### Clock distribution

The bar under the picture is 20 um long.
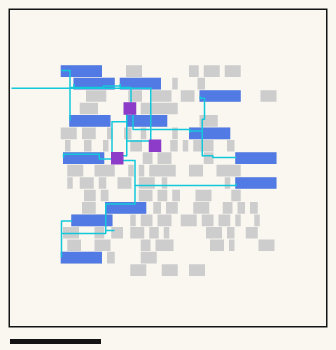
### Cell density map

The die is cut into 7 by 7 equal tiles; white is low, dark blue is high, 0 to 100% covered.
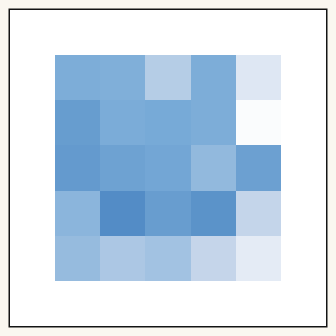
### The metal 3 layer

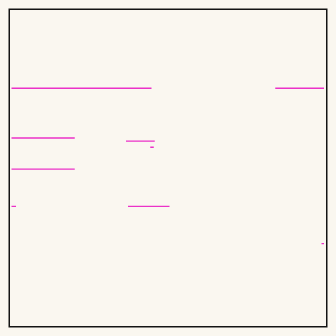
## config.mk

```make
export PLATFORM = sky130hd
export DESIGN_NAME = rrarb_hold
export DESIGN_NICKNAME = d
export VERILOG_FILES = /design/src/rtl/rrarb_hold.sv
export SDC_FILE = /design/constraint.sdc
export NUM_CORES = 1
export LEC_CHECK = 0
export CAP_MARGIN = 10
export CELL_PAD_IN_SITES_DETAIL_PLACEMENT = 1
export CELL_PAD_IN_SITES_GLOBAL_PLACEMENT = 2
export CORE_MARGIN = 10
export CORE_UTILIZATION = 36
export CTS_BUF_LIST = sky130_fd_sc_hd__clkbuf_4
export CTS_CLUSTER_DIAMETER = 150
export DETAILED_ROUTE_END_ITERATION = 6
export PLACE_DENSITY_LB_ADDON = 0.15
export SLEW_MARGIN = 40
export SYNTH_ARGS = -nofsm -noshare
export SYNTH_HDL_FRONTEND = slang
export SYNTH_SLANG_ARGS = --single-unit
```

## constraint.sdc

```tcl
create_clock -name clk -period 5.6 [get_ports clk]
set_input_delay 0.84 -clock clk [delete_from_list [all_inputs] [get_ports clk]]
set_output_delay 0.84 -clock clk [all_outputs]
set_load 0.01 [all_outputs]
```

## src/rtl/rrarb_hold.sv

```systemverilog
// rtl/rrarb_hold.sv - round-robin arbiter with grant locking for multi-cycle bursts
// Owner keeps the grant until end of burst, dropped request, or the hold limit expires.
module rrarb_hold #(
  parameter  int NUM_REQ  = 4,
  parameter  int MAX_HOLD = 8,
  localparam int ID_W     = $clog2(NUM_REQ)
) (
  input  logic               clk,
  input  logic               reset,
  input  logic [NUM_REQ-1:0] req_i,
  input  logic               last_i,
  output logic [NUM_REQ-1:0] gnt_o,
  output logic [ID_W-1:0]    gnt_id_o,
  output logic               busy_o,
  output logic               timeout_o
);

  localparam int HOLD_W = $clog2(MAX_HOLD);

  logic [NUM_REQ-1:0] r_gnt, w_gnt_nxt;
  logic [ID_W-1:0]    r_id, w_id_nxt;
  logic               r_busy, w_busy_nxt;
  logic               r_timeout, w_timeout_nxt;
  logic [ID_W-1:0]    r_ptr, w_ptr_nxt;
  logic [HOLD_W-1:0]  r_hold, w_hold_nxt;

  logic               w_release;
  logic [ID_W-1:0]    w_next_ptr;
  logic [NUM_REQ-1:0] w_mask;

  function automatic logic [ID_W-1:0] inc_idx(input logic [ID_W-1:0] k);
    return (int'(k) == NUM_REQ-1) ? '0 : ID_W'(int'(k) + 1);
  endfunction

  // First set bit of mask, scanning upward from p with wrap.
  function automatic logic [ID_W-1:0] pick(input logic [NUM_REQ-1:0] mask,
                                           input logic [ID_W-1:0]    p);
    logic [ID_W-1:0] idx;
    logic            found;
    idx   = '0;
    found = 1'b0;
    for (int i = 0; i < NUM_REQ; i++) begin
      if (!found && mask[(int'(p) + i) % NUM_REQ]) begin
        idx   = ID_W'((int'(p) + i) % NUM_REQ);
        found = 1'b1;
      end
    end
    return idx;
  endfunction

  always_ff @(posedge clk or negedge reset) begin
    if (!reset) begin
      r_gnt     <= '0;
      r_id      <= '0;
      r_busy    <= 1'b0;
      r_timeout <= 1'b0;
      r_ptr     <= '0;
      r_hold    <= '0;
    end else begin
      r_gnt     <= w_gnt_nxt;
      r_id      <= w_id_nxt;
      r_busy    <= w_busy_nxt;
      r_timeout <= w_timeout_nxt;
      r_ptr     <= w_ptr_nxt;
      r_hold    <= w_hold_nxt;
    end
  end

  assign w_release  = last_i | ~req_i[r_id] | (r_hold == HOLD_W'(MAX_HOLD - 1));
  assign w_next_ptr = inc_idx(r_id);
  assign w_mask     = req_i & ~r_gnt;

  always_comb begin
    w_gnt_nxt     = r_gnt;
    w_id_nxt      = r_id;
    w_busy_nxt    = r_busy;
    w_timeout_nxt = 1'b0;
    w_ptr_nxt     = r_ptr;
    w_hold_nxt    = r_hold;
    if (!r_busy) begin
      if (|req_i) begin
        w_id_nxt   = pick(req_i, r_ptr);
        w_gnt_nxt  = NUM_REQ'(1) << pick(req_i, r_ptr);
        w_busy_nxt = 1'b1;
        w_hold_nxt = '0;
      end
    end else if (w_release) begin
      w_ptr_nxt     = w_next_ptr;
      w_hold_nxt    = '0;
      // Only a pure hold-limit release counts as a timeout.
      w_timeout_nxt = ~last_i & req_i[r_id];
      if (|w_mask) begin
        w_id_nxt   = pick(w_mask, w_next_ptr);
        w_gnt_nxt  = NUM_REQ'(1) << pick(w_mask, w_next_ptr);
        w_busy_nxt = 1'b1;
      end else begin
        w_id_nxt   = '0;
        w_gnt_nxt  = '0;
        w_busy_nxt = 1'b0;
      end
    end else begin
      w_hold_nxt = r_hold + 1'b1;
    end
  end

  always_comb begin
    gnt_o     = r_gnt;
    gnt_id_o  = r_id;
    busy_o    = r_busy;
    timeout_o = r_timeout;
  end

endmodule
```

==> CHANGELOG.md <==
### Metrics

- Status: completed
- Initial antenna violation count: 0
- Final nets: 115
- First-pass GRT wire length: 3974 um
- Num CTS Buffers: 3
- Post-route ant nets: 0
- Critical path endpoint category: flop
- Metal-1 WL: 1121 um
- Worst r2r dst: gnt_o[2]
- # port buffers: 14
- Worst slew margin: 56.90%
- Max Slew Vio Count: 0
- Leak Pwr: 0.0004423 uW
- Pre-CTS setup slack: 2.814 ns
- Final design area excluding fillers: 0.001060 sq mm
- Register fraction of the total cell area: 30.70%
- # resized after CTS: 0
- Ant. Diodes: 0
- Clk buf depth: 2
- Adder share: 4.317%
- Comb area: 521.8 sq um
- Crit-path cells: clkdlybuf4s50_1 -> or4_4 -> mux2i_4 -> nor4_2 -> a211o_1
- Worst hold start: r_hold[2]
- Fin crit period: 2.498 ns
- Cell row count: 17
- VDD IR-drop max: 0.2649 mV
- Max FFs per register: 4
- Utilization after layout: 47.00%
- Switch share: 42.63%
- Area Growth Syn to Fin: 21.87%
- Worst-skew pair later-pin latency: 0.28 ns
- Floorplan utilization: 38.57%
- Slew @ Worst Pin: 0.6410 ns
- Switch Pwr: 232.9 uW
- Mapped Cells: 88
- Fraction of area in non-clock buffers: 13.22%
- Non-Clock Buffer Count: 14
- Setup TNS: 0 ns
- Syn_area_per_cell: 9.882 sq um
- Critical Path RT: 5.78 ns
- Clk pwr share: 12.3%
- Combinational power: 308 uW
- Die W: 69.15 um
- Most common logic cells in the final layout: 14 x clkdlybuf4s50_1, 13 x dfrtp_1, 9 x nand2_1
- CTS sink count: 13
- Placed cell areas: 0.001030 sq mm
## Picture notes: 'Clock distribution'
Blue marks flip-flops, count 13. Cyan marks clock wires, length 234 um. Purple marks cells driving clock nets, count 3.
There are 4 routed clock nets.

## Picture notes: 'Cell density map'
The mean over all tiles is 21%. The fullest tile reaches 62%. The densest ninth of the die: middle.

## Picture notes: 'The metal 3 layer'
The layer holds 3.6% of the routed length. The wires run mostly horizontal.
met3 usage: 2.853%
routed vias: 751
routed wire length: 2359 um

Power is estimated from default activity; no workload was simulated.
